`config.mk`:
```
export PLATFORM = sky130hd
export DESIGN_NAME = nios_mult_arbiter
export DESIGN_NICKNAME = d
export VERILOG_FILES = /design/src/rtl/nios_mult_arbiter.sv
export SDC_FILE = /design/constraint.sdc
export NUM_CORES = 1
export LEC_CHECK = 0
export CAP_MARGIN = 0
export CELL_PAD_IN_SITES_DETAIL_PLACEMENT = 0
export CELL_PAD_IN_SITES_GLOBAL_PLACEMENT = 1
export CORE_ASPECT_RATIO = 0.75
export CORE_MARGIN = 2
export CORE_UTILIZATION = 31
export DETAILED_ROUTE_END_ITERATION = 8
export PLACE_DENSITY = 0.93
export SYNTH_ARGS = -nofsm -noshare
export SYNTH_HDL_FRONTEND = slang
export SYNTH_SLANG_ARGS = --single-unit
```
`constraint.sdc`:
```
create_clock -name clk -period 3.6 [get_ports clk]
set_clock_uncertainty 0.1 [all_clocks]
set_input_delay 1.08 -clock clk [delete_from_list [all_inputs] [get_ports clk]]
set_output_delay 1.08 -clock clk [all_outputs]
set_load 0.005 [all_outputs]
```
`src/rtl/nios_mult_arbiter.sv`:
```
// nios_mult_arbiter: round-robin front end for one shared pipelined 32x32
// multiplier cell. It grants one requester per cycle and registers that
// requester's operands into the cell. A {valid, id} tag pipeline follows each
// operation through the cell, so the product is routed back to the requester
// that issued it.
module nios_mult_arbiter #(
    parameter int NUM_REQ = 2,
    parameter int LATENCY = 1
) (
    input  logic                    clk,
    input  logic                    reset,
    input  logic [NUM_REQ-1:0]      req_valid,
    output logic [NUM_REQ-1:0]      req_ready,
    input  logic [32*NUM_REQ-1:0]   req_src1,
    input  logic [32*NUM_REQ-1:0]   req_src2,
    output logic [NUM_REQ-1:0]      rsp_valid,
    output logic [31:0]             rsp_result,
    output logic [31:0]             mul_src1,
    output logic [31:0]             mul_src2,
    input  logic [31:0]             mul_result,
    output logic                    busy
);

    localparam int IDW = (NUM_REQ > 1) ? $clog2(NUM_REQ) : 1;
    localparam logic [IDW:0] NREQ_W = (IDW+1)'(NUM_REQ);

    logic [IDW-1:0]              rr_ptr;
    logic [NUM_REQ-1:0]          grant;
    logic [IDW-1:0]              grant_id;
    logic [IDW-1:0]              next_ptr;
    logic                        accept;
    logic [31:0]                 sel_src1;
    logic [31:0]                 sel_src2;
    logic [LATENCY:0]            vld_pipe;
    logic [LATENCY:0][IDW-1:0]   id_pipe;
    logic [NUM_REQ-1:0]          rsp_dec;

    // Round-robin search: scan from rr_ptr and wrap; the first valid requester wins.
    always_comb begin
        logic         found;
        logic [IDW:0] sum;
        logic [IDW-1:0] idx;
        grant    = '0;
        grant_id = '0;
        found    = 1'b0;
        sum      = '0;
        idx      = '0;
        for (int k = 0; k < NUM_REQ; k++) begin
            sum = {1'b0, rr_ptr} + (IDW+1)'(k);
            if (sum >= NREQ_W)
                sum = sum - NREQ_W;
            idx = sum[IDW-1:0];
            if (!found && req_valid[idx]) begin
                grant[idx] = 1'b1;
                grant_id   = idx;
                found      = 1'b1;
            end
        end
    end

    // Nothing is granted while reset is held.
    assign req_ready = reset ? '0 : grant;
    assign accept    = |req_ready;

    // Pointer advances to the requester after the winner, wrapping at NUM_REQ.
    always_comb begin
        logic [IDW:0] nxt;
        nxt = {1'b0, grant_id} + (IDW+1)'(1);
        if (nxt >= NREQ_W)
            nxt = '0;
        next_ptr = nxt[IDW-1:0];
    end

    // Operand mux driven by the one-hot grant.
    always_comb begin
        sel_src1 = '0;
        sel_src2 = '0;
        for (int j = 0; j < NUM_REQ; j++) begin
            if (grant[j]) begin
                sel_src1 = req_src1[32*j +: 32];
                sel_src2 = req_src2[32*j +: 32];
            end
        end
    end

    // Decode the id in the last tag stage into a per-requester strobe.
    always_comb begin
        rsp_dec = '0;
        for (int j = 0; j < NUM_REQ; j++)
            rsp_dec[j] = (id_pipe[LATENCY] == IDW'(j));
    end

    // Operand registers and round-robin pointer. Both hold when nothing is accepted.
    always_ff @(posedge clk) begin
        if (reset) begin
            rr_ptr   <= '0;
            mul_src1 <= '0;
            mul_src2 <= '0;
        end else if (accept) begin
            rr_ptr   <= next_ptr;
            mul_src1 <= sel_src1;
            mul_src2 <= sel_src2;
        end
    end

    // Tag pipeline. It never stalls; stage LATENCY lines up with a valid mul_result.
    always_ff @(posedge clk) begin
        if (reset) begin
            vld_pipe <= '0;
            id_pipe  <= '0;
        end else begin
            vld_pipe[0] <= accept;
            id_pipe[0]  <= grant_id;
            for (int s = 1; s <= LATENCY; s++) begin
                vld_pipe[s] <= vld_pipe[s-1];
                id_pipe[s]  <= id_pipe[s-1];
            end
        end
    end

    // Capture the product and strobe the requester that issued it.
    always_ff @(posedge clk) begin
        if (reset) begin
            rsp_valid  <= '0;
            rsp_result <= '0;
        end else begin
            rsp_valid <= vld_pipe[LATENCY] ? rsp_dec : '0;
            if (vld_pipe[LATENCY])
                rsp_result <= mul_result;
        end
    end

    assign busy = (|vld_pipe) | (|rsp_valid);

endmodule

```
==> results.txt, run 1 <==
Status of the implementation.

- The total negative slack for setup checks is 0 ns, for reference.
- The clock root buffer is clkbuf_16, for reference.
- Yosys attributes the largest share of cell area to dfxtp_1 (41%), nor3b_1 (9.7%), o221a_1 (8.5%), mux2_1 (7.6%), nor2_1 (7.5%).
- The first detailed-routing pass ran for 5 iterations.
- The proportion of power drawn by the clock network is between 30 and 40%, for reference.
- After detailed placement, the total cell area comes to roughly 7700 sq um.
- The final net count is between 800 and 900, for reference.
- Among the non-sequential cells, multiplexers take the most area.
- The fraction of cell area in sequential cells is reported as between 20% and 30%.
- The total number of tap cells is around 210, for reference.
- The via density per instance is around 5, for reference.
- Sequential power for this build is between 1000 and 1500 uW.
- The cell with the biggest individual delay on the critical path is clkdlybuf4s50_1, for reference.
- The count of cell types in the netlist is 22, for reference.
- The total number of placement rows is 40, for reference.
- The portion of total power attributed to sequential cells is approximately 43%, for reference.
- Including well taps, the total number of placed cells is 922.
- For this run, the script counts the antenna cells in the layout as 0.
- The number of cells upsized or downsized after cts is 0, for reference.
- The longest incremental delay of any stage on the critical path is reported as roughly 0.6 ns.
- The dominant register cell is dfxtp_1, for reference.
- The die area is approximately 17000 sq um, for reference.
- The final timing summary puts the cycle share of the worst path at about nine tenths.
- Of all flip-flops after synthesis, the portion carrying an async set or reset was 0%.
- The flow ran to the end, and the final reports show no timing, DRC or antenna violations.
- The dominant power group in this design is registers.
- STA classifies the critical path startpoint as a primary input.
- Routing resource usage on met3 recorded by global route was between 8 and 9%.
- Per the detail_route log, met3 wirelength is around 1.8 mm.
- The dominant cell type by area after synthesis is dfxtp_1, for reference.
- The first global-routing pass estimated about 25 mm of wire.
- The share of the core area taken by cells at floorplan is around a third.
- The worst endpoint data arrival time is between 2 and 2.5 ns, for reference.
- The length of routed met2 wiring is between 7 and 8 mm, for reference.
- In the per-layer summary, the met1 wirelength comes to 6.65 mm.
- Dividing the detail-routed wire length by the instance count gives 17.5 um.
- The initial antenna violation count came to 0.
- In this run the maximum-capacitance check reported violations numbering 0.
- The cell type taking the most area is non-clock buffers, for reference.
- The worst setup path is captured at a primary output.
- On met1, the global router reports a usage of 20.8%.
Fig. 1: run 1, cell sizes after repair
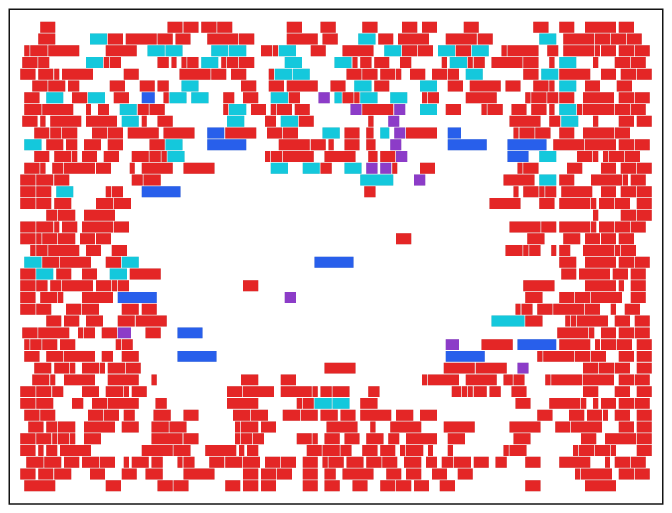
blue -> x6 and larger  # cells 14, share 1.9%, most used clkbuf_16
red -> x1 and smaller  # cells 640, share 88%, most used clkdlybuf4s50_1
cyan -> x2  # cells 60, share 8.2%, most used mux2_2
purple -> x3 and x4  # cells 14, share 1.9%, most used buf_4

Fig. 2: run 1, routed clock nets over the placement
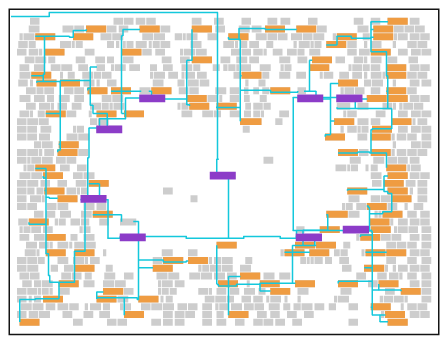
orange -> flip-flops  # count 103
cyan -> clock wires  # length 1350 um
purple -> clock-net drivers  # count 9
flops lie = spread over the die
routed clock nets = 10

Fig. 3: run 1, clock nets
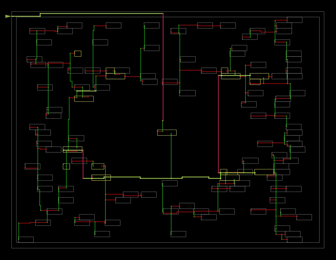
FFs & Latches: 103
clock sink count: 103
Layout clock buffers: 10
clock buffers created by TritonCTS: 9
insertion delay at the late pin of the worst-skew pair: 0.35 ns

Fig. 4: run 1, cell classes on the final placement
Bar = 50 um.
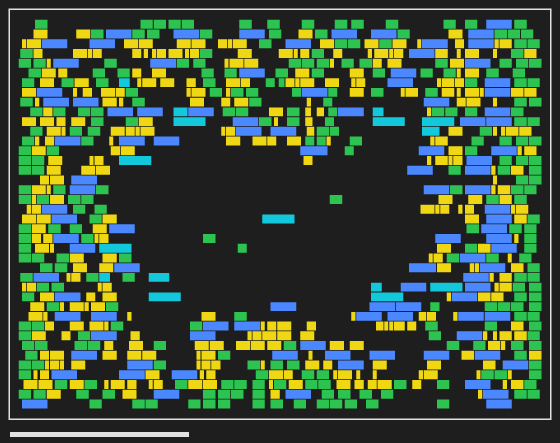
yellow -> remaining logic cells  # cells 335, share of their area 35%
blue -> sequential cells  # cells 103, share of their area 27%
cyan -> clock drivers and dummy loads  # cells 16, share of their area 3.9%
green -> remaining buffers and delay cells  # cells 274, share of their area 35%

--- run 2 (diff from run 1) ---
--- a/config.mk
+++ b/config.mk
@@ -12,7 +12,7 @@
 export CORE_MARGIN = 2
 export CORE_UTILIZATION = 31
 export DETAILED_ROUTE_END_ITERATION = 8
-export PLACE_DENSITY = 0.93
+export PLACE_DENSITY_LB_ADDON = 0.08
 export SYNTH_ARGS = -nofsm -noshare
 export SYNTH_HDL_FRONTEND = slang
 export SYNTH_SLANG_ARGS = --single-unit
Fig. 5: run 2, the metal 1 layer
Supply wires on this layer in grey. Cells faint in the background.
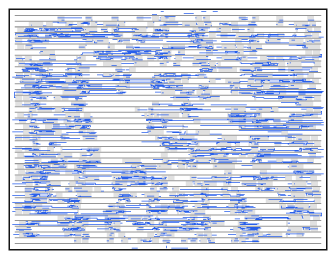
share of all routed wire = 41%
nets with wire on the layer = 773
longest straight run = 40.9 um

==> results.txt, run 2 <==
Status of the implementation.

- The flow ran to the end, and the final reports show no timing, DRC or antenna violations.
- Max-cap violations in this run came to 0.
- The first global-routing pass estimated ~25 mm of wire.
- After the last flow step, the layout net total stands at ~890.
- The flop count is roughly 100, for reference.
- The total inserted antenna cells is 0, for reference.
- The placement stage leaves a total instance area of just under 8000 sq um.
- The clock reaches the later pin of the worst-skew pair after about 0.35 ns.
- The largest part of the power goes to registers.
- The total number of tap cells is 210, for reference.
- The cell with the biggest individual delay on the critical path is clkdlybuf4s50_1, for reference.
- According to the floorplan report, the total die area is between 15000 and 20000 sq um.
- The met3 usage is between 8 and 9%, for reference.
- STA classifies the critical path startpoint as a primary input.
- The proportion of power drawn by the clock network is approximately a third, for reference.
- Yosys attributes the largest share of cell area to dfxtp_1 (41%), nor3b_1 (9.7%), o221a_1 (8.5%), mux2_1 (7.6%), nor2_1 (7.5%).
- CTS added clock buffers totalling 9.
- The total number of placement rows is approximately 40, for reference.
- The share of async-settable or async-resettable flops after synthesis is 0%, for reference.
- The report lists the number of cells resized after CTS as 0.
- Data on the critical path arrives at its endpoint at around 2.1 ns.
- For reference, the top logic cell family by area is multiplexers.
- In this run, power in flip-flops and latches comes to 1260 uW.
- The worst setup path is captured at a primary output.
- The via density per instance is between 4 and 5, for reference.
- The detailed router put a total of a little under 7 mm of wire on met1.
- Registers represent a cell area share of between 20 and 30%.
- On the worst path, the slowest cell contributes a delay of roughly 0.6 ns.
Fig. 6: run 2, cell sizes after repair
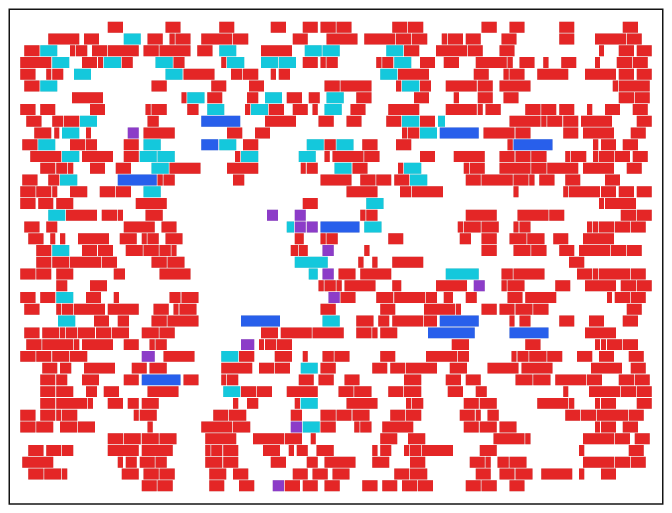
cyan -> x2  # cells 61, share 8.4%, most used mux2_2
purple -> x3 and x4  # cells 13, share 1.8%, most used buf_4
blue -> x6 and larger  # cells 11, share 1.5%, most used clkbuf_16
red -> x1 and smaller  # cells 640, share 88%, most used clkdlybuf4s50_1

--- run 3 (diff from run 2) ---
--- a/config.mk
+++ b/config.mk
@@ -5,12 +5,13 @@
 export SDC_FILE = /design/constraint.sdc
 export NUM_CORES = 1
 export LEC_CHECK = 0
+export ABC_AREA = 1
 export CAP_MARGIN = 0
 export CELL_PAD_IN_SITES_DETAIL_PLACEMENT = 0
 export CELL_PAD_IN_SITES_GLOBAL_PLACEMENT = 1
 export CORE_ASPECT_RATIO = 0.75
 export CORE_MARGIN = 2
-export CORE_UTILIZATION = 31
+export CORE_UTILIZATION = 28
 export DETAILED_ROUTE_END_ITERATION = 8
 export PLACE_DENSITY_LB_ADDON = 0.08
 export SYNTH_ARGS = -nofsm -noshare
Fig. 7: run 3, cell sizes after repair
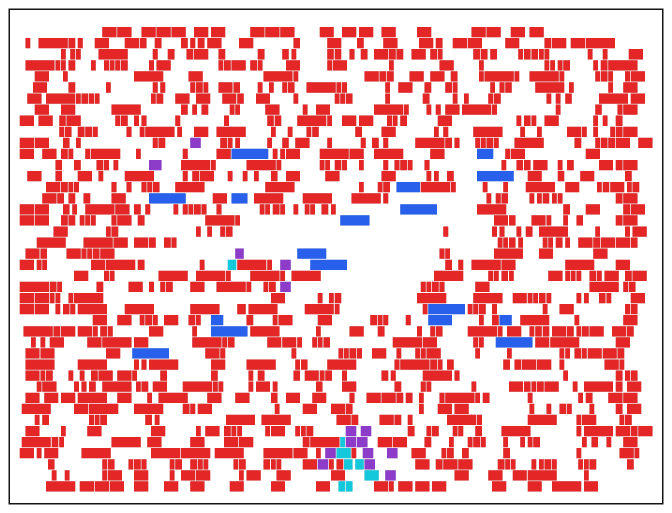
blue -> x6 and larger  # cells 17, share 1.7%, most used clkbuf_16
red -> x1 and smaller  # cells 988, share 96%, most used clkdlybuf4s50_1
cyan -> x2  # cells 8, share 0.78%, most used nand2_2
purple -> x3 and x4  # cells 15, share 1.5%, most used buf_4

Fig. 8: run 3, the metal 1 layer
Supply wires on this layer in grey. Cells faint in the background.
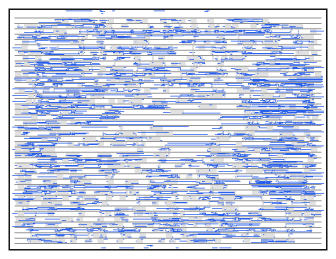
wire length on this layer = 8540 um
main direction = horizontal
longest straight run = 35.0 um
share of all routed wire = 46%

==> results.txt, run 3 <==
Status of the implementation.

- The dominant cell type by area after synthesis is dfxtp_1, for reference.
- Per report_power, the Sequential row totals ~1300 uW.
- The final net count is ~1200, for reference.
- Dividing the detail-routed wire length by the instance count gives around 15 um.
- The total number of tap cells is 242, for reference.
- The number of clock buffers in the layout is 9, for reference.
- The maximum single-stage delay on the critical path is a little under 0.5 ns, for reference.
- After detailed routing, the number of vias per cell comes to ~4.5.
- For reference, the top logic cell family by area is simple AND/OR/NAND/NOR gates.
- Per the detail_route log, met3 wirelength is 1.53 mm.
- The share of the core area taken by cells at floorplan is between 20% and 30%.
- The final layout reports a setup TNS of 0 ns.
- The portion of total power attributed to sequential cells is ~42%, for reference.
- The wire length of the first global-routing pass is between 20 and 30 mm, for reference.
- The total clock buffers created by CTS is 9, for reference.
- The number of cells upsized or downsized after cts is 0, for reference.
- The count of cell types in the netlist is 19, for reference.
- The cell with the biggest individual delay on the critical path is clkdlybuf4s50_1, for reference.
- The initial antenna violation count is 0, for reference.
- The flop count is around 100, for reference.
- The total inserted antenna cells is 0, for reference.
- Detailed routing placed a total of approximately 8.4 mm of wire on met2.
- The final clock period utilization by the worst path is a little over nine tenths, for reference.
- The worst setup path is launched from a primary input.
- The reported max-cap violation count is 0, for reference.
- The total number of placement rows is roughly 42, for reference.
- The clock root buffer is clkbuf_16, for reference.
- The insertion delay to the later sink of the worst-skew pair is roughly 0.35 ns, for reference.
- The instance area at placement is between 7000 and 8000 sq um, for reference.
- The worst setup path is captured at a primary output.
- The main area contributors are dfxtp_1 (40%), nand3_1 (19%), nor2_1 (14%), nand2_1 (9.5%), inv_1 (5.1%).
- The die area is ~19000 sq um, for reference.
- For the worst setup path, the data arrival time is ~2.3 ns.
- The number of sinks driven by the clock tree is around 100, for reference.
- The commonest register cell is dfxtp_1.
- The iteration tally of the first detailed-router pass is 5, for reference.
- The flow ran to the end, and the final reports show no timing, DRC or antenna violations.
- The routed length on met1 is 8.54 mm, for reference.
- The register fraction of the total cell area is ~25%, for reference.
- The placed cell count is 1254, for reference.
Power is estimated from default activity; no workload was simulated.
